$ cat src/rtl/alu_mc_pkg.sv
// Shared definitions for the multi-cycle ALU: opcodes, FSM encoding and overflow helper.
package alu_pkg;

    localparam logic [3:0] OP_ADD  = 4'd0;
    localparam logic [3:0] OP_SUB  = 4'd1;
    localparam logic [3:0] OP_AND  = 4'd2;
    localparam logic [3:0] OP_OR   = 4'd3;
    localparam logic [3:0] OP_XOR  = 4'd4;
    localparam logic [3:0] OP_NOT  = 4'd5;
    localparam logic [3:0] OP_SHL  = 4'd6;
    localparam logic [3:0] OP_SHR  = 4'd7;
    localparam logic [3:0] OP_ADC  = 4'd8;
    localparam logic [3:0] OP_SBC  = 4'd9;
    localparam logic [3:0] OP_SLLN = 4'd10;
    localparam logic [3:0] OP_SRLN = 4'd11;
    localparam logic [3:0] OP_SRAN = 4'd12;
    localparam logic [3:0] OP_MUL  = 4'd13;

    typedef enum logic [1:0] {
        ST_IDLE = 2'd0,
        ST_BUSY = 2'd1,
        ST_DONE = 2'd2
    } state_t;

    // Signed overflow for add (is_sub=0) and subtract (is_sub=1) from the operand/result MSBs.
    function automatic logic ovf(input logic is_sub, input logic a_msb,
                                 input logic b_msb, input logic r_msb);
        if (is_sub)
            return (a_msb != b_msb) && (r_msb != a_msb);
        else
            return (a_msb == b_msb) && (r_msb != a_msb);
    endfunction

endpackage

$ cat src/rtl/alu_mc_if.sv
// Request/response bundle between the issuing control logic and the multi-cycle ALU.
interface alu_mc_if #(
    parameter int WIDTH = 8
);
    logic             in_valid;
    logic             in_ready;
    logic [3:0]       op;
    logic [WIDTH-1:0] a;
    logic [WIDTH-1:0] b;
    logic             out_valid;
    logic [WIDTH-1:0] result;
    logic [WIDTH-1:0] result_hi;
    logic             flag_z;
    logic             flag_c;
    logic             flag_n;
    logic             flag_v;

    modport master (
        output in_valid, op, a, b,
        input  in_ready, out_valid, result, result_hi,
        input  flag_z, flag_c, flag_n, flag_v
    );

    modport slave (
        input  in_valid, op, a, b,
        output in_ready, out_valid, result, result_hi,
        output flag_z, flag_c, flag_n, flag_v
    );
endinterface

$ cat src/rtl/alu_mc_comb.sv
// Single-cycle datapath: arithmetic, logic and 1-bit shifts with carry/overflow.
module alu_mc_comb
    import alu_pkg::*;
#(
    parameter int WIDTH = 8
) (
    input  logic [3:0]       i_op,
    input  logic [WIDTH-1:0] i_a,
    input  logic [WIDTH-1:0] i_b,
    input  logic             i_cin,
    output logic [WIDTH-1:0] o_result,
    output logic             o_c,
    output logic             o_v
);

    logic             w_add_cin;
    logic             w_sub_bin;
    logic [WIDTH:0]   w_add;
    logic [WIDTH:0]   w_sub;

    // Carry/borrow-in only participates for the chained variants.
    assign w_add_cin = (i_op == OP_ADC) ? i_cin : 1'b0;
    assign w_sub_bin = (i_op == OP_SBC) ? i_cin : 1'b0;
    assign w_add = {1'b0, i_a} + {1'b0, i_b} + {{WIDTH{1'b0}}, w_add_cin};
    assign w_sub = {1'b0, i_a} - {1'b0, i_b} - {{WIDTH{1'b0}}, w_sub_bin};

    always_comb begin
        o_result = '0;
        o_c      = 1'b0;
        o_v      = 1'b0;
        case (i_op)
            OP_ADD, OP_ADC: begin
                o_result = w_add[WIDTH-1:0];
                o_c      = w_add[WIDTH];
                o_v      = ovf(1'b0, i_a[WIDTH-1], i_b[WIDTH-1], w_add[WIDTH-1]);
            end
            OP_SUB, OP_SBC: begin
                o_result = w_sub[WIDTH-1:0];
                o_c      = w_sub[WIDTH];
                o_v      = ovf(1'b1, i_a[WIDTH-1], i_b[WIDTH-1], w_sub[WIDTH-1]);
            end
            OP_AND: o_result = i_a & i_b;
            OP_OR:  o_result = i_a | i_b;
            OP_XOR: o_result = i_a ^ i_b;
            OP_NOT: o_result = ~i_a;
            OP_SHL: begin
                o_result = {i_a[WIDTH-2:0], 1'b0};
                o_c      = i_a[WIDTH-1];
            end
            OP_SHR: begin
                o_result = {1'b0, i_a[WIDTH-1:1]};
                o_c      = i_a[0];
            end
            default: ;
        endcase
    end

endmodule

$ cat src/rtl/alu_mc.sv
// Multi-cycle ALU: valid/ready issue, iterative shifts and shift-add multiply, registered ZCNV flags.
module alu_mc
    import alu_pkg::*;
#(
    parameter int WIDTH = 8,
    parameter int SHW   = $clog2(WIDTH)
) (
    input logic   clk,
    input logic   rst,
    alu_mc_if.slave bus
);

    localparam int CNTW = $clog2(WIDTH + 1);

    state_t            r_state;
    state_t            w_state_next;
    logic              w_in_ready;
    logic              w_out_valid;

    logic [3:0]        r_op;
    logic [WIDTH-1:0]  r_a;
    logic [WIDTH-1:0]  r_b;
    logic [WIDTH-1:0]  r_hi;
    logic [CNTW-1:0]   r_cnt;
    logic [WIDTH-1:0]  r_result;
    logic [WIDTH-1:0]  r_result_hi;
    logic              r_flag_z;
    logic              r_flag_c;
    logic              r_flag_n;
    logic              r_flag_v;

    logic              w_accept;
    logic [SHW-1:0]    w_amt;
    logic              w_is_shift_op;
    logic              w_multi;
    logic              w_last;
    logic              w_busy;

    logic [WIDTH-1:0]  w_comb_result;
    logic              w_comb_c;
    logic              w_comb_v;

    logic [WIDTH-1:0]  w_sh_next;
    logic              w_sh_out;
    logic [WIDTH:0]    w_mul_sum;
    logic [WIDTH-1:0]  w_mul_hi_next;
    logic [WIDTH-1:0]  w_mul_lo_next;

    logic              w_wr_en;
    logic [WIDTH-1:0]  w_wr_result;
    logic [WIDTH-1:0]  w_wr_hi;
    logic              w_wr_c;
    logic              w_wr_v;

    assign w_amt         = bus.b[SHW-1:0];
    assign w_is_shift_op = (bus.op == OP_SLLN) || (bus.op == OP_SRLN) || (bus.op == OP_SRAN);
    assign w_multi       = (bus.op == OP_MUL) || (w_is_shift_op && (w_amt != '0));
    assign w_accept      = bus.in_valid && w_in_ready;
    assign w_busy        = (r_state == ST_BUSY);
    assign w_last        = (r_cnt == CNTW'(1));

    always_ff @(posedge clk) begin
        if (rst)
            r_state <= ST_IDLE;
        else
            r_state <= w_state_next;
    end

    always_comb begin
        w_state_next = r_state;
        w_in_ready   = 1'b0;
        w_out_valid  = 1'b0;
        case (r_state)
            ST_IDLE: begin
                w_in_ready = 1'b1;
                if (bus.in_valid)
                    w_state_next = w_multi ? ST_BUSY : ST_DONE;
            end
            ST_BUSY: begin
                if (w_last)
                    w_state_next = ST_DONE;
            end
            ST_DONE: begin
                w_out_valid  = 1'b1;
                w_state_next = ST_IDLE;
            end
            default: w_state_next = ST_IDLE;
        endcase
    end

    alu_mc_comb #(.WIDTH(WIDTH)) u_comb (
        .i_op     (bus.op),
        .i_a      (bus.a),
        .i_b      (bus.b),
        .i_cin    (r_flag_c),
        .o_result (w_comb_result),
        .o_c      (w_comb_c),
        .o_v      (w_comb_v)
    );

    // One iteration of the captured shift or multiply.
    always_comb begin
        w_sh_next = r_a;
        w_sh_out  = 1'b0;
        case (r_op)
            OP_SLLN: begin
                w_sh_next = {r_a[WIDTH-2:0], 1'b0};
                w_sh_out  = r_a[WIDTH-1];
            end
            OP_SRLN: begin
                w_sh_next = {1'b0, r_a[WIDTH-1:1]};
                w_sh_out  = r_a[0];
            end
            OP_SRAN: begin
                w_sh_next = {r_a[WIDTH-1], r_a[WIDTH-1:1]};
                w_sh_out  = r_a[0];
            end
            default: ;
        endcase
    end

    // {r_hi, r_b} forms the product register; the multiplier bits drain out of r_b.
    assign w_mul_sum     = {1'b0, r_hi} + (r_b[0] ? {1'b0, r_a} : {(WIDTH+1){1'b0}});
    assign w_mul_hi_next = w_mul_sum[WIDTH:1];
    assign w_mul_lo_next = {w_mul_sum[0], r_b[WIDTH-1:1]};

    always_comb begin
        w_wr_en     = (w_accept && !w_multi) || (w_busy && w_last);
        w_wr_result = '0;
        w_wr_hi     = '0;
        w_wr_c      = 1'b0;
        w_wr_v      = 1'b0;
        if (w_busy) begin
            if (r_op == OP_MUL) begin
                w_wr_result = w_mul_lo_next;
                w_wr_hi     = w_mul_hi_next;
                w_wr_c      = (w_mul_hi_next != '0);
                w_wr_v      = (w_mul_hi_next != '0);
            end else begin
                w_wr_result = w_sh_next;
                w_wr_c      = w_sh_out;
            end
        end else if (w_is_shift_op) begin
            w_wr_result = bus.a;
        end else begin
            w_wr_result = w_comb_result;
            w_wr_c      = w_comb_c;
            w_wr_v      = w_comb_v;
        end
    end

    always_ff @(posedge clk) begin
        if (rst) begin
            r_op        <= '0;
            r_a         <= '0;
            r_b         <= '0;
            r_hi        <= '0;
            r_cnt       <= '0;
            r_result    <= '0;
            r_result_hi <= '0;
            r_flag_z    <= 1'b0;
            r_flag_c    <= 1'b0;
            r_flag_n    <= 1'b0;
            r_flag_v    <= 1'b0;
        end else begin
            if (w_accept) begin
                r_op  <= bus.op;
                r_a   <= bus.a;
                r_b   <= bus.b;
                r_hi  <= '0;
                r_cnt <= (bus.op == OP_MUL) ? CNTW'(WIDTH) : CNTW'(w_amt);
            end else if (w_busy) begin
                if (r_op == OP_MUL) begin
                    r_hi <= w_mul_hi_next;
                    r_b  <= w_mul_lo_next;
                end else begin
                    r_a  <= w_sh_next;
                end
                r_cnt <= r_cnt - CNTW'(1);
            end
            if (w_wr_en) begin
                r_result    <= w_wr_result;
                r_result_hi <= w_wr_hi;
                r_flag_z    <= (w_wr_result == '0);
                r_flag_n    <= w_wr_result[WIDTH-1];
                r_flag_c    <= w_wr_c;
                r_flag_v    <= w_wr_v;
            end
        end
    end

    assign bus.in_ready  = w_in_ready;
    assign bus.out_valid = w_out_valid;
    assign bus.result    = r_result;
    assign bus.result_hi = r_result_hi;
    assign bus.flag_z    = r_flag_z;
    assign bus.flag_c    = r_flag_c;
    assign bus.flag_n    = r_flag_n;
    assign bus.flag_v    = r_flag_v;

endmodule

$ cat src/flat_wrapper.sv
// flat-port wrapper written by rule: the top's interface ports become plain ports
module alu_mc_flat import alu_pkg::*;
#(
    parameter int WIDTH = 8,
    parameter int SHW   = $clog2(WIDTH)
)
  (clk, rst, bus_in_valid, bus_op, bus_a, bus_b, bus_in_ready, bus_out_valid, bus_result, bus_result_hi, bus_flag_z, bus_flag_c, bus_flag_n, bus_flag_v);
  alu_mc_if #(.WIDTH(WIDTH)) bus_i ();
  input logic clk;
  input logic rst;
  input wire logic [$bits(bus_i.in_valid)-1:0] bus_in_valid;
  input wire logic [$bits(bus_i.op)-1:0] bus_op;
  input wire logic [$bits(bus_i.a)-1:0] bus_a;
  input wire logic [$bits(bus_i.b)-1:0] bus_b;
  output wire logic [$bits(bus_i.in_ready)-1:0] bus_in_ready;
  output wire logic [$bits(bus_i.out_valid)-1:0] bus_out_valid;
  output wire logic [$bits(bus_i.result)-1:0] bus_result;
  output wire logic [$bits(bus_i.result_hi)-1:0] bus_result_hi;
  output wire logic [$bits(bus_i.flag_z)-1:0] bus_flag_z;
  output wire logic [$bits(bus_i.flag_c)-1:0] bus_flag_c;
  output wire logic [$bits(bus_i.flag_n)-1:0] bus_flag_n;
  output wire logic [$bits(bus_i.flag_v)-1:0] bus_flag_v;
  assign bus_i.in_valid = bus_in_valid;
  assign bus_i.op = bus_op;
  assign bus_i.a = bus_a;
  assign bus_i.b = bus_b;
  assign bus_in_ready = bus_i.in_ready;
  assign bus_out_valid = bus_i.out_valid;
  assign bus_result = bus_i.result;
  assign bus_result_hi = bus_i.result_hi;
  assign bus_flag_z = bus_i.flag_z;
  assign bus_flag_c = bus_i.flag_c;
  assign bus_flag_n = bus_i.flag_n;
  assign bus_flag_v = bus_i.flag_v;
  alu_mc #(.WIDTH(WIDTH), .SHW(SHW)) u_core (.clk(clk), .rst(rst), .bus(bus_i));
endmodule
$ cat config.mk
export PLATFORM = sky130hd
export DESIGN_NAME = alu_mc_flat
export DESIGN_NICKNAME = d
export VERILOG_FILES = /design/src/rtl/alu_mc_pkg.sv /design/src/rtl/alu_mc_if.sv /design/src/rtl/alu_mc_comb.sv /design/src/rtl/alu_mc.sv /design/src/flat_wrapper.sv
export SDC_FILE = /design/constraint.sdc
export NUM_CORES = 1
export LEC_CHECK = 0
export ABC_AREA = 1
export CORE_UTILIZATION = 30
export CTS_BUF_LIST = sky130_fd_sc_hd__clkbuf_8 sky130_fd_sc_hd__clkbuf_16
export DETAILED_ROUTE_END_ITERATION = 8
export GPL_ROUTABILITY_DRIVEN = 1
export PLACE_DENSITY = 0.48
export SLEW_MARGIN = 20
export SYNTH_ARGS = -nofsm -noshare
export SYNTH_HDL_FRONTEND = slang
export SYNTH_SLANG_ARGS = --single-unit
export TNS_END_PERCENT = 100
$ cat constraint.sdc
create_clock -name clk -period 2.4 [get_ports clk]
set_input_delay 0.24 -clock clk [delete_from_list [all_inputs] [get_ports clk]]
set_output_delay 0.24 -clock clk [all_outputs]
set_load 0.01 [all_outputs]
==> out/qor.csv, run 1 <==
metric,value,unit
unrepaired setup endpoints after global routing,true,
Max IR drop VDD,0.277,mV
clk latency late pin,0.29,ns
placed cell area,5880,µm²
last weighted congestion value of the routability-driven placer,0.888,
mean instance size in the synthesized netlist,6.23,µm²
result of the run,"complete, but fails checks",
Top Ports,45,
Die Wd,126,µm
CTS tree,built,
worst-case headroom to the max-slew limit,54.9,%
count of antenna-violating nets left after detailed routing,0,
flip-flop cell with the highest count after synthesis,dfxtp_1,
number of buffers on the longest clock path,2,
post-synthesis async set-or-reset flop share,0,%
final instance area,6380,µm²
count of max-cap constraint violations,0,
violation tally from detailed-route iteration zero,350,
number of global-route vias before repair,4944,
per-cell via count in the routed design,5.03,
number of pins exceeding their max-slew limit in the final report,0,
Top cells excl fill/tap,"nand2_1, buf_4, inv_1",
Critical Path Slowest Stage Cell,dfxtp_4,
number of inserted diodes,0,
first-pass detailed-route iteration total,5,
setup total negative slack,-0.125,ns
Worst EP arrival,2.70,ns
setup clock skew after layout,0.00542,ns
Worst-path clk slew,0.07,ns
Most Frequent Cell on Critical Path,nand2_1,
Worst Setup Start Kind,flop,
Power Density,447,nW/µm²
Post-route DRC,0,
number of setup violations in the final report,2,
setup ws final,-0.0731,ns
area of the mapped netlist,4600,µm²
largest net degree at the start of global routing,29,
failing checks,setup timing,
H-tree level count,2,
cell count after synthesis,739,
most used logic cell in the final layout,nand2_1,
number of nets in the layout,935,
first-pass GRT wire length,26100,µm
initial antenna violation count,0,
worst-path cell chain,nand3_4 > fa_2 > fa_2 > nand2_1 > nand2_2 > nand2_2 > nand2_1 > nor2_1 > nand3_1 > nand2_1 > nand2_1 > nor2_2 > nand3_2 > nor2_1 > nand3_1 > a21oi_2,
==> run 1: stage by stage <==
stage          util (%)  hold WS, ns
6_report           43.3        0.423
5_1_grt            43.3        0.464
4_1_cts            41.4        0.437
3_5_place_dp       39.8        0.463
3_3_place_gp       39.8        0.462
2_1_floorplan         -        0.379
==> run 1: area by class of cell <==
| cell class | instances | area (µm²) | area share [%] |
|---|---|---|---|
| Clock inverter | 1 | 7.51 | 0.118 |
| Clock buffer | 6 | 139 | 2.18 |
| Tap cell | 184 | 230 | 3.61 |
| Timing Repair Buffer | 140 | 1180 | 18.5 |
| Multi-Input combinational cell | 559 | 3350 | 52.5 |
| Sequential cell | 53 | 1070 | 16.7 |
| Inverter | 108 | 408 | 6.39 |
==> run 1: path summary, 6_finish.rpt <==
check                                 startpoint  slack, ns  cells after the start                              to
hold / removal                         bus_op[2]       0.42                      4     u_core.r_op[2]$_SDFFE_PP0P_
setup / recovery  u_core.bus.flag_c$_SDFFE_PP0P_      -0.07                     16  u_core.bus.flag_z$_SDFFE_PP0P_
setup reg to reg  u_core.bus.flag_c$_SDFFE_PP0P_      -0.07                     16  u_core.bus.flag_z$_SDFFE_PP0P_
hold reg to reg      u_core.r_hi[7]$_SDFFE_PP0P_       0.47                      2     u_core.r_hi[7]$_SDFFE_PP0P_
==> run 1: registers in the layout, indices dropped and copies added (netlist names) <==
name / count
u_core.r_op: 4
u_core.bus.result: 8
u_core.bus.flag_v: 1
u_core.r_cnt: 4
u_core.bus.flag_z: 1
u_core.r_a: 8
u_core.r_b: 8
u_core.bus.flag_c: 1
u_core.r_hi: 8
u_core.r_state: 2
u_core.bus.result_hi: 8
==> run 1: layer usage <==
metal / global-route usage (%) / up-vias / share of wire, %
met5: 0 / - / 0
met2: 35.1 / 152 / 47
met1: 28.5 / 2470 / 46
li1: - / 2648 / -
met3: 2.68 / 16 / 5.2
met4: 5.95 / 0 / 2.0
==> run 1: cells by family after synthesis <==
kind of cell / count (synthesis) / synth area share, %
AND/OR/NAND/NOR: 389 / 37.0
buffers and inverters: 127 / 10.8
AND-OR/OR-AND: 116 / 14.4
flip-flops: 53 / 23.0
adder cells (fa/ha/maj): 45 / 13.0
XOR/XNOR: 9 / 1.71
==> run 1: worst max-delay path: cells and delay by family, from the launching register on <==
family                     cells  cell delay, ns
AOI/OAI and AO/OA              1            0.11
adders and majority gates      2            0.79
DFF                            1            0.40
and+or+nand+nor               13            1.12
==> run 1: synth_stat cells, drive strengths merged, types with 6 or more instances <==
cell,instances,share of area (%)
nand2,222,19
inv,106,8.7
nand3,74,8.5
nor2,65,6.0
dfxtp,53,23
a21oi,46,5.1
ha,40,11
o21ai,32,3.5
a31oi,16,2.2
nand4,14,1.9
clkbuf,10,0.82
buf,9,1.1
o211ai,9,1.5
xor2,8,1.5
or2,6,0.82
==> run 1: repair_timing <==
item,4_1_cts,5_1_grt
setup buffers,5,1
endpoints found under the setup margin,11,11
gates resized,28,61
pin swaps,11,39
hold buffers,0,0
==> run 1: power breakdown <==
group	total [µW]	leakage, µW	switching (µW)	internal (µW)
clock network	730	0.0000690	320	410
registers	1010	0.000436	57.6	950
logic	1120	0.00261	614	505
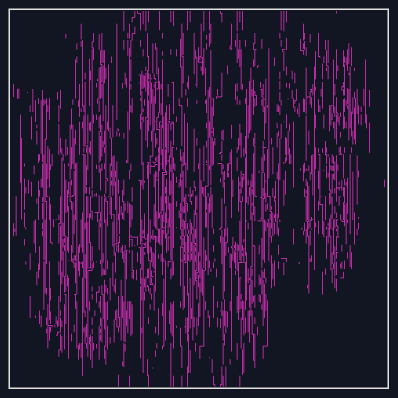
Run 1: metal 2
Drawn at 3 px/µm.
longest straight run = 67.7 µm
share of all routed wire = 47%
nets with wire on the layer = 744
sum of routed wire length over all layers: 16700 µm
via count: 5286

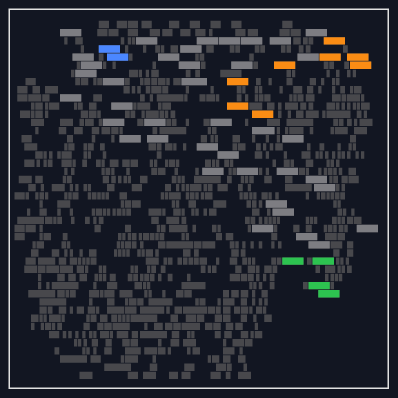
Run 1: where the registers sit
Drawn at 3 px/µm.
orange -> `u_core.r_hi`  # sequential cells 8, where top right
green -> `u_core.r_op`  # sequential cells 4
blue -> `u_core.r_state`  # sequential cells 2
not coloured = 39

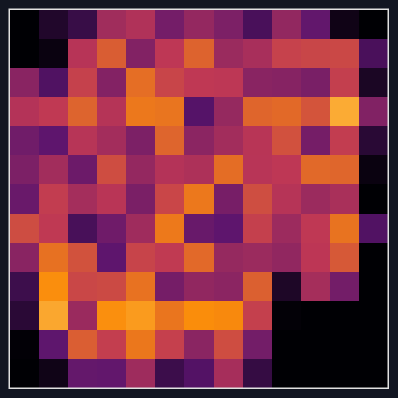
Run 1: cell area per tile
Drawn at 3 px/µm. 13 x 13 tiles, from black (low) to pale yellow (high), 0 to 100% covered.
mean over tiles = 39%
fullest tile = 82%
nearly empty tiles = 12%
emptiest ninth of the die = bottom right
Core Util, Final: 43.3%
floorplan-stage core utilization: 31.2%
core region area: 14800 µm²

Run 1, the clock network:
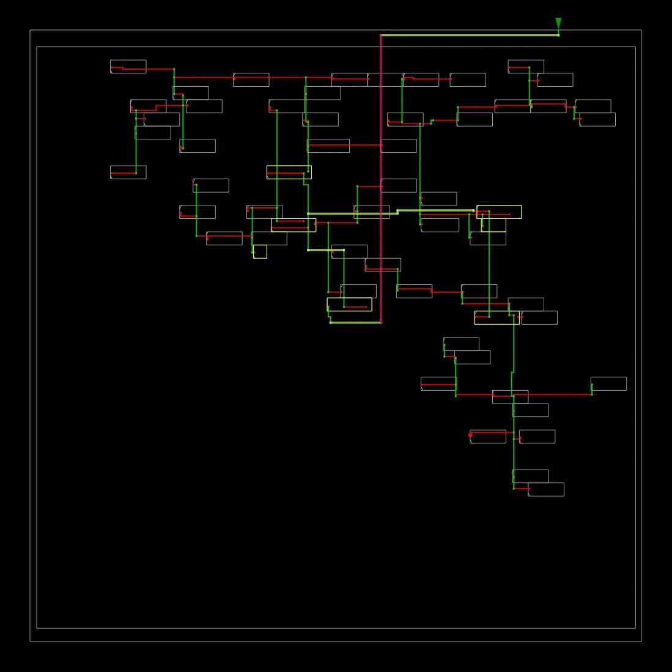

## Run 2: what changed since run 1
--- a/config.mk
+++ b/config.mk
@@ -7,10 +7,11 @@
 export LEC_CHECK = 0
 export ABC_AREA = 1
 export CORE_UTILIZATION = 30
-export CTS_BUF_LIST = sky130_fd_sc_hd__clkbuf_8 sky130_fd_sc_hd__clkbuf_16
 export DETAILED_ROUTE_END_ITERATION = 8
+export DONT_BUFFER_PORTS = 1
 export GPL_ROUTABILITY_DRIVEN = 1
-export PLACE_DENSITY = 0.48
+export PLACE_DENSITY = 0.44
+export SETUP_SLACK_MARGIN = 0.02
 export SLEW_MARGIN = 20
 export SYNTH_ARGS = -nofsm -noshare
 export SYNTH_HDL_FRONTEND = slang
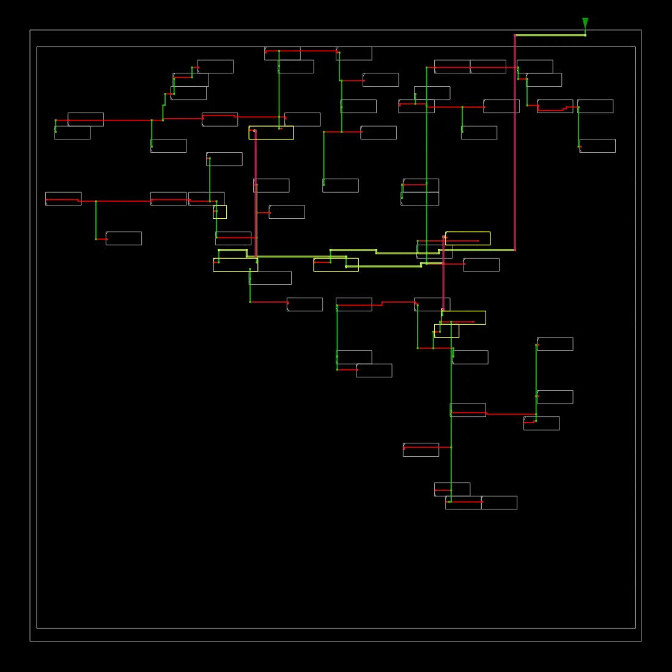
Run 2: the clock network
setup clock skew after layout: 0.00739 ns
flop count: 53
Inserted Clock Buffers: 5

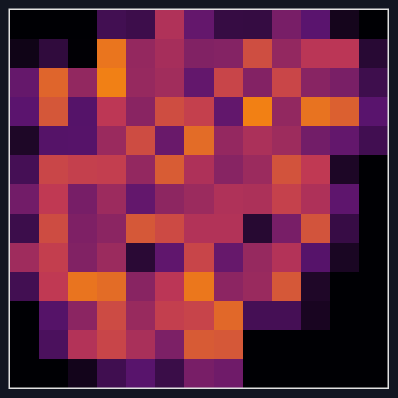
Run 2: cell area per tile
Drawn at 3 px/µm. 13 x 13 tiles, from black (low) to pale yellow (high), 0 to 100% covered.
nearly empty tiles = 16%
mean over tiles = 32%
fullest tile = 72%
emptiest ninth of the die = bottom right

==> run 2 against run 1 <==
Effect of this change: sequential share of layout area increased by 3.3 points; global-route usage decreased by 0.63 points; combinational power decreased by 29%; die area unchanged; the run still ends with setup timing left; design area decreased by 17%; via count decreased by 7.9%.
==> out/qor.csv, run 2 <==
metric,value,unit
Top cells excl fill/tap,"nand2_1, inv_1, nand3_1",
clk latency late pin,0.29,ns
area of the mapped netlist,4600,µm²
buffer-and-inverter tally for the worst setup path,0,
Yosys top cell area share,23.0,%
Tightest Hold Check Type,in -> reg,
CTS tree,built,
first-pass detailed-route iteration total,5,
number of inserted diodes,0,
"area fraction in and, or, nand and nor cells",37.0,%
setup ws final,-0.117,ns
via count,4866,
unrepaired setup endpoints after global routing,true,
sum of routed wire length over all layers,16100,µm
total half-perimeter wirelength after legalization and detailed placement,13100,µm
number of setup violations in the final report,1,
Power Density,479,nW/µm²
xor/xnor share of the synthesized area,1.71,%
Area Overhead vs Synth,15.7,%
top cells by area,"dfxtp_1, nand2_1, ha_1",
post-synthesis cell count from yosys,739,
tally of filler cells in the layout,1632,
setup total negative slack,-0.117,ns
kind of capture point of the worst setup path,flop,
last weighted congestion value of the routability-driven placer,0.900,
most used logic cell in the final layout,nand2_1,
data required time of the critical path,2.63,ns
Post CTS Setup Buffer Count,0,
Synth top cells by count,"nand2_1, inv_1, nand3_1",
Synth Area in Compound Gates,14.4,%
Worst Setup Slack post-DPL,-0.215,ns
number of pins exceeding their max-slew limit in the final report,0,
cell with the most instances after synthesis,nand2_1,
floorplan-stage core utilization,31.2,%
Post-route DRC,0,
Worst Setup Start Kind,flop,
post-synthesis net count,807,
count of antenna-violating nets left after detailed routing,0,
Post-synth seq share,23.0,%
global routing usage summed across all routing layers,20.4,%
endpoints failing hold,0,
count of tool warnings,45,
adder and majority gate portion of the synthesized area,13.0,%
H-tree level count,2,
largest net degree at the start of global routing,22,
number of nets in the layout,840,
Logic family by area,simple AND/OR/NAND/NOR gates,
Site Rows,44,
post-synthesis async set-or-reset flop share,0,%
core region area,14800,µm²
Critical Path Slowest Stage Cell,fa_1,
critical path type,reg -> reg,
"Core Util, Final",36.1,%
Top delay family on crit path,simple AND/OR/NAND/NOR gates,
delay of the slowest cell on the worst path,0.50,ns
Chip Footprint,15800,µm²
initial antenna violation count,0,
cell count after synthesis,739,
mean instance size in the synthesized netlist,6.23,µm²
Worst-path clk slew,0.07,ns
fraction of the cycle the final worst path needs,105,%
Die Wd,126,µm
yosys stat area,4600,µm²
total power draw,2550,µW
Max IR drop VDD,0.303,mV
layout cell share with drive strength beyond 1,14.4,%
leakage component of the power,0.00265,µW
number of buffers on the longest clock path,2,
post-placement cell count,949,
Unique masters post-synth,42,
number of enable-type register cells in the synthesized netlist,0,
result of the run,"complete, but fails checks",
count of max-cap constraint violations,0,
number of sinks on the clock net,53,
post-layout min period,2.52,ns
worst-case headroom to the max-slew limit,56.7,%
mux cell area share after synthesis,0,%
Most Frequent Cell on Critical Path,nor2_1,
failing checks,setup timing,
cell type with the largest total area,dfxtp_1,
average wire length per cell after detail routing,16.8,µm
first-pass GRT wire length,25400,µm
flip-flop cell with the highest count after synthesis,dfxtp_1,
per-cell via count in the routed design,5.09,
Worst EP arrival,2.74,ns
violation tally from detailed-route iteration zero,306,
number of global-route vias before repair,4667,
register bit count reported by yosys,53,
worst-path cell chain,nand3_2 > fa_2 > fa_1 > nand3b_1 > nand2_1 > nor2_1 > nand3_2 > nand2_2 > nand2_1 > nor2_1 > nand3_1 > nor2_1 > nand3_1 > a21oi_2,
Top Ports,45,
-- run 2: netlist changes by cell type in the layout (fill, tap and decap cells not counted), sizes merged --
cell and delta:
buf -54, clkdlybuf4s50 -35, dlygate4sd2 -3, dlymetal6s2s -3, clkdlybuf4s15 -1, dlygate4sd3 +1
-- run 2: timing repair --
action	CTS	global route
hold buffers	0	1
pin swaps	8	0
resized	12	14
endpoints found under the setup margin	7	10
endpoints found under the hold margin	0	2
-- run 2: final cells by class --
type	instances	area, µm²	area share [%]
Clock buffer	6	139	2.61
Sequential cell	53	1070	20.0
Tap cell	184	230	4.32
Multi-Input combinational cell	559	3140	58.9
Inverter	108	408	7.66
Timing Repair Buffer	45	340	6.39
Clock inverter	1	7.51	0.141
-- run 2: worst register-to-register path: cells and delay by family, from the launching register on --
family | cells | cell delay [ns]
AOI/OAI and AO/OA | 1 | 0.13
adders and majority gates | 2 | 0.85
DFF | 1 | 0.37
and+or+nand+nor | 11 | 1.11
-- run 2: logic make-up after synthesis --
| kind of cell | Yosys count |
|---|---|
| buffers and inverters | 127 |
| adder cells (fa/ha/maj) | 45 |
| XOR/XNOR | 9 |
| AND/OR/NAND/NOR | 389 |
| flip-flops | 53 |
| AND-OR/OR-AND | 116 |
-- run 2: stage by stage --
stage / hold slack, ns / cell area [µm²]
final: 0.00705 / 5330
after global routing: 0.00328 / 5330
after CTS: 0.00178 / 5270
after detailed placement: 0.314 / 5090
after global placement: 0.311 / 5090
after floorplan: 0.379 / 4610
-- run 2: path summary, 6_finish.rpt --
| kind | startpoint | to | slack [ns] | cells after the start |
|---|---|---|---|---|
| min reg2reg | u_core.r_hi[7]$_SDFFE_PP0P_ | u_core.r_hi[7]$_SDFFE_PP0P_ | 0.47 | 2 |
| max reg2reg | u_core.bus.flag_c$_SDFFE_PP0P_ | u_core.bus.flag_z$_SDFFE_PP0P_ | -0.12 | 14 |
| min | rst | u_core.r_a[1]$_SDFFE_PP0P_ | 0.007 | 1 |
| max | u_core.bus.flag_c$_SDFFE_PP0P_ | u_core.bus.flag_z$_SDFFE_PP0P_ | -0.12 | 14 |
-- run 2: report_power, final --
part	switching, µW	internal (µW)
clock	323	410
combinational	489	303
sequential	77.7	950
total	889	1660
-- run 2: routing by layer --
layer	up-vias	global-route usage, %	wire, µm	part of all wire, %
li1	2460	-	-	-
met1	2283	26.9	7600	47
met2	93	34.2	7460	46
met3	30	3.10	504	3.1
met4	0	6.52	484	3.0
met5	-	0	0	0
Run 2, where the registers sit:
Drawn at 3 px/µm.
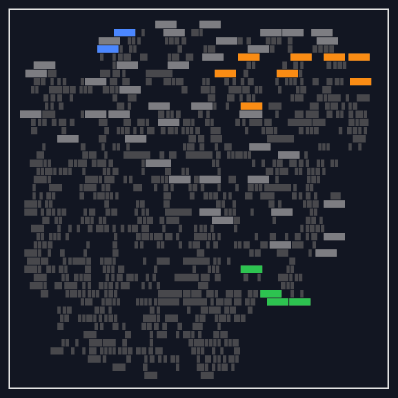

## Run 3: what changed since run 2
--- a/config.mk
+++ b/config.mk
@@ -10,10 +10,10 @@
 export DETAILED_ROUTE_END_ITERATION = 8
 export DONT_BUFFER_PORTS = 1
 export GPL_ROUTABILITY_DRIVEN = 1
-export PLACE_DENSITY = 0.44
+export PLACE_DENSITY = 0.43
 export SETUP_SLACK_MARGIN = 0.02
 export SLEW_MARGIN = 20
 export SYNTH_ARGS = -nofsm -noshare
 export SYNTH_HDL_FRONTEND = slang
 export SYNTH_SLANG_ARGS = --single-unit
-export TNS_END_PERCENT = 100
+export TNS_END_PERCENT = 50
==> constraint.sdc (replaced) <==
create_clock -name clk -period 2.7 [get_ports clk]
set_input_delay 0.54 -clock clk [delete_from_list [all_inputs] [get_ports clk]]
set_output_delay 0.54 -clock clk [all_outputs]
set_load 0.01 [all_outputs]
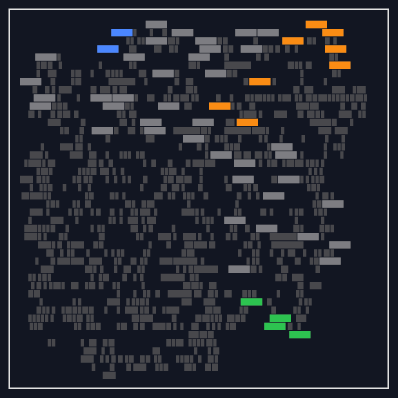
Run 3: where the registers sit
Drawn at 3 px/µm.
green -> `u_core.r_op`  # sequential cells 4
orange -> `u_core.r_hi`  # sequential cells 8, where top right
blue -> `u_core.r_state`  # sequential cells 2
flip-flop and latch share of the layout cell area: 20.4%
storage element area: 1060 µm²
Seq group: 915 µW
Core Util, Final: 35.2%

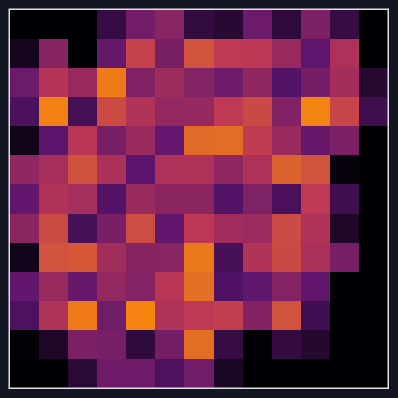
Run 3: cell area per tile
Drawn at 3 px/µm. 13 x 13 tiles, from black (low) to pale yellow (high), 0 to 100% covered.
mean over tiles = 31%
fullest tile = 73%
emptiest ninth of the die = bottom right
nearly empty tiles = 16%

==> run 3 against run 2 <==
Effect of this change: the run now ends clean; setup slack better by 0.31 ns; die area is the same; non-clock buffer count is 13 lower; sequential power down about 10%; sequential cell count unchanged; clock power is 2% higher; design area down 2.6%; combinational power down 18%; cell count shrank 1.3%.
==> out/qor.csv, run 3 <==
metric,value,unit
number of setup violations in the final report,0,
setup slack on the worst flop-to-flop path,0.20,ns
mean instance size in the synthesized netlist,6.23,µm²
floorplan-stage core utilization,31.2,%
unrepaired setup endpoints after global routing,false,
Post-synth seq share,23.0,%
data required time of the critical path,2.95,ns
CTS tree,built,
Post CTS Setup Buffer Count,0,
area of the mapped netlist,4600,µm²
clock group share of total power,32.2,%
yosys stat area,4600,µm²
number of instances resized during post-cts repair,0,
setup total negative slack,0,ns
sum of routed wire length over all layers,15700,µm
kind of capture point of the worst setup path,flop,
H-tree level count,2,
number of buffers on the longest clock path,2,
leakage component of the power,0.00260,µW
first-pass detailed-route iteration total,5,
combinational share of power,28.2,%
Most Frequent Cell on Critical Path,nand3_2,
fraction of power spent switching nets,34.0,%
Top Ports,45,
number of inserted diodes,0,
largest net degree at the start of global routing,20,
cell type with the largest total area,dfxtp_1,
result of the run,"finished, final reports clean",
Inserted Clock Buffers,5,
internal portion of total power,1530,µW
count of tool warnings,43,
Post-CTS Hold Buffers,0,
Hold Worst Slack,0.292,ns
fraction of the cycle the final worst path needs,92.8,%
post-layout min period,2.50,ns
cell count after synthesis,739,
Yosys top cell area share,23.0,%
Site Rows,44,
Power Density,446,nW/µm²
worst-path cell chain,nand3_2 > fa_2 > inv_1 > ha_1 > o21ai_2 > nand3_2 > nand3_2 > nand4_1 > a21oi_2 > nand3_1 > nor2_1 > nand3_1 > a21oi_2,
Unique masters post-synth,42,
Worst EP arrival,2.75,ns
most used logic cell in the final layout,nand2_1,
average wire length per cell after detail routing,16.6,µm
net switching power,786,µW
post-synthesis async set-or-reset flop share,0,%
cell with the most instances after synthesis,nand2_1,
layout cell share with drive strength beyond 1,11.4,%
number of global-route vias before repair,4641,
run 3: metrics by stage:
step	worst slack (ns)	instance area, µm²	std cells	power [µW]
floorplan	0.0132	4610	739	1370
global placement	-0.266	4990	936	1570
detailed placement	-0.251	4990	936	1580
CTS	0.0446	5160	944	2330
global route	0.0345	5190	944	2470
finish	0.195	5190	944	2310
run 3: cell type report:
cell class	instances	area share (%)
inverters	108	7.86
repair buffers	32	4.63
multi-input cells	559	59.4
well taps	184	4.44
clock inverters	3	0.844
flip-flops and latches	53	20.4
clock buffers	5	2.41
run 3: cell families after synthesis:
| logic type | count (synthesis) | synth area share [%] |
|---|---|---|
| simple gates | 389 | 37.0 |
| buf+inv | 127 | 10.8 |
| compound gates | 116 | 14.4 |
| xor+xnor | 9 | 1.71 |
| flops | 53 | 23.0 |
| fa+ha+maj | 45 | 13.0 |
run 3: path summary, 6_finish.rpt:
check | startpoint | cells past startpoint | end
worst max-delay path | u_core.bus.flag_c$_SDFFE_PP0P_ | 13 | u_core.bus.flag_z$_SDFFE_PP0P_
worst min-delay path | rst | 1 | u_core.bus.flag_z$_SDFFE_PP0P_
worst max register to register | u_core.bus.flag_c$_SDFFE_PP0P_ | 13 | u_core.bus.flag_z$_SDFFE_PP0P_
worst min register to register | u_core.r_b[3]$_SDFFE_PP0P_ | 2 | u_core.r_b[3]$_SDFFE_PP0P_
run 3: per-layer routing:
layer / up-vias / GRT usage [%] / wire [µm]
met1: 2243 / 27.1 / 7460
met4: 0 / 3.83 / 150
met2: 76 / 35.6 / 7550
met5: - / 0 / 0
met3: 11 / 2.85 / 494
li1: 2436 / - / -
run 3: critical path, delay by kind of cell (launching register included):
family / cells / cell delay [ns]
simple gates: 7 / 0.72
flops: 1 / 0.44
fa+ha+maj: 2 / 0.76
compound gates: 3 / 0.49
buf+inv: 1 / 0.05
run 3: power by group through the flow:
stage / Sequential [µW] / Combinational [µW] / Clock, µW
floorplan: 912 / 463 / 0
global placement: 933 / 642 / 0
detailed placement: 933 / 644 / 0
CTS: 915 / 648 / 763
global route: 923 / 747 / 798
finish: 915 / 653 / 745
Power figures rest on the tool's default switching activity, not on a simulated workload.
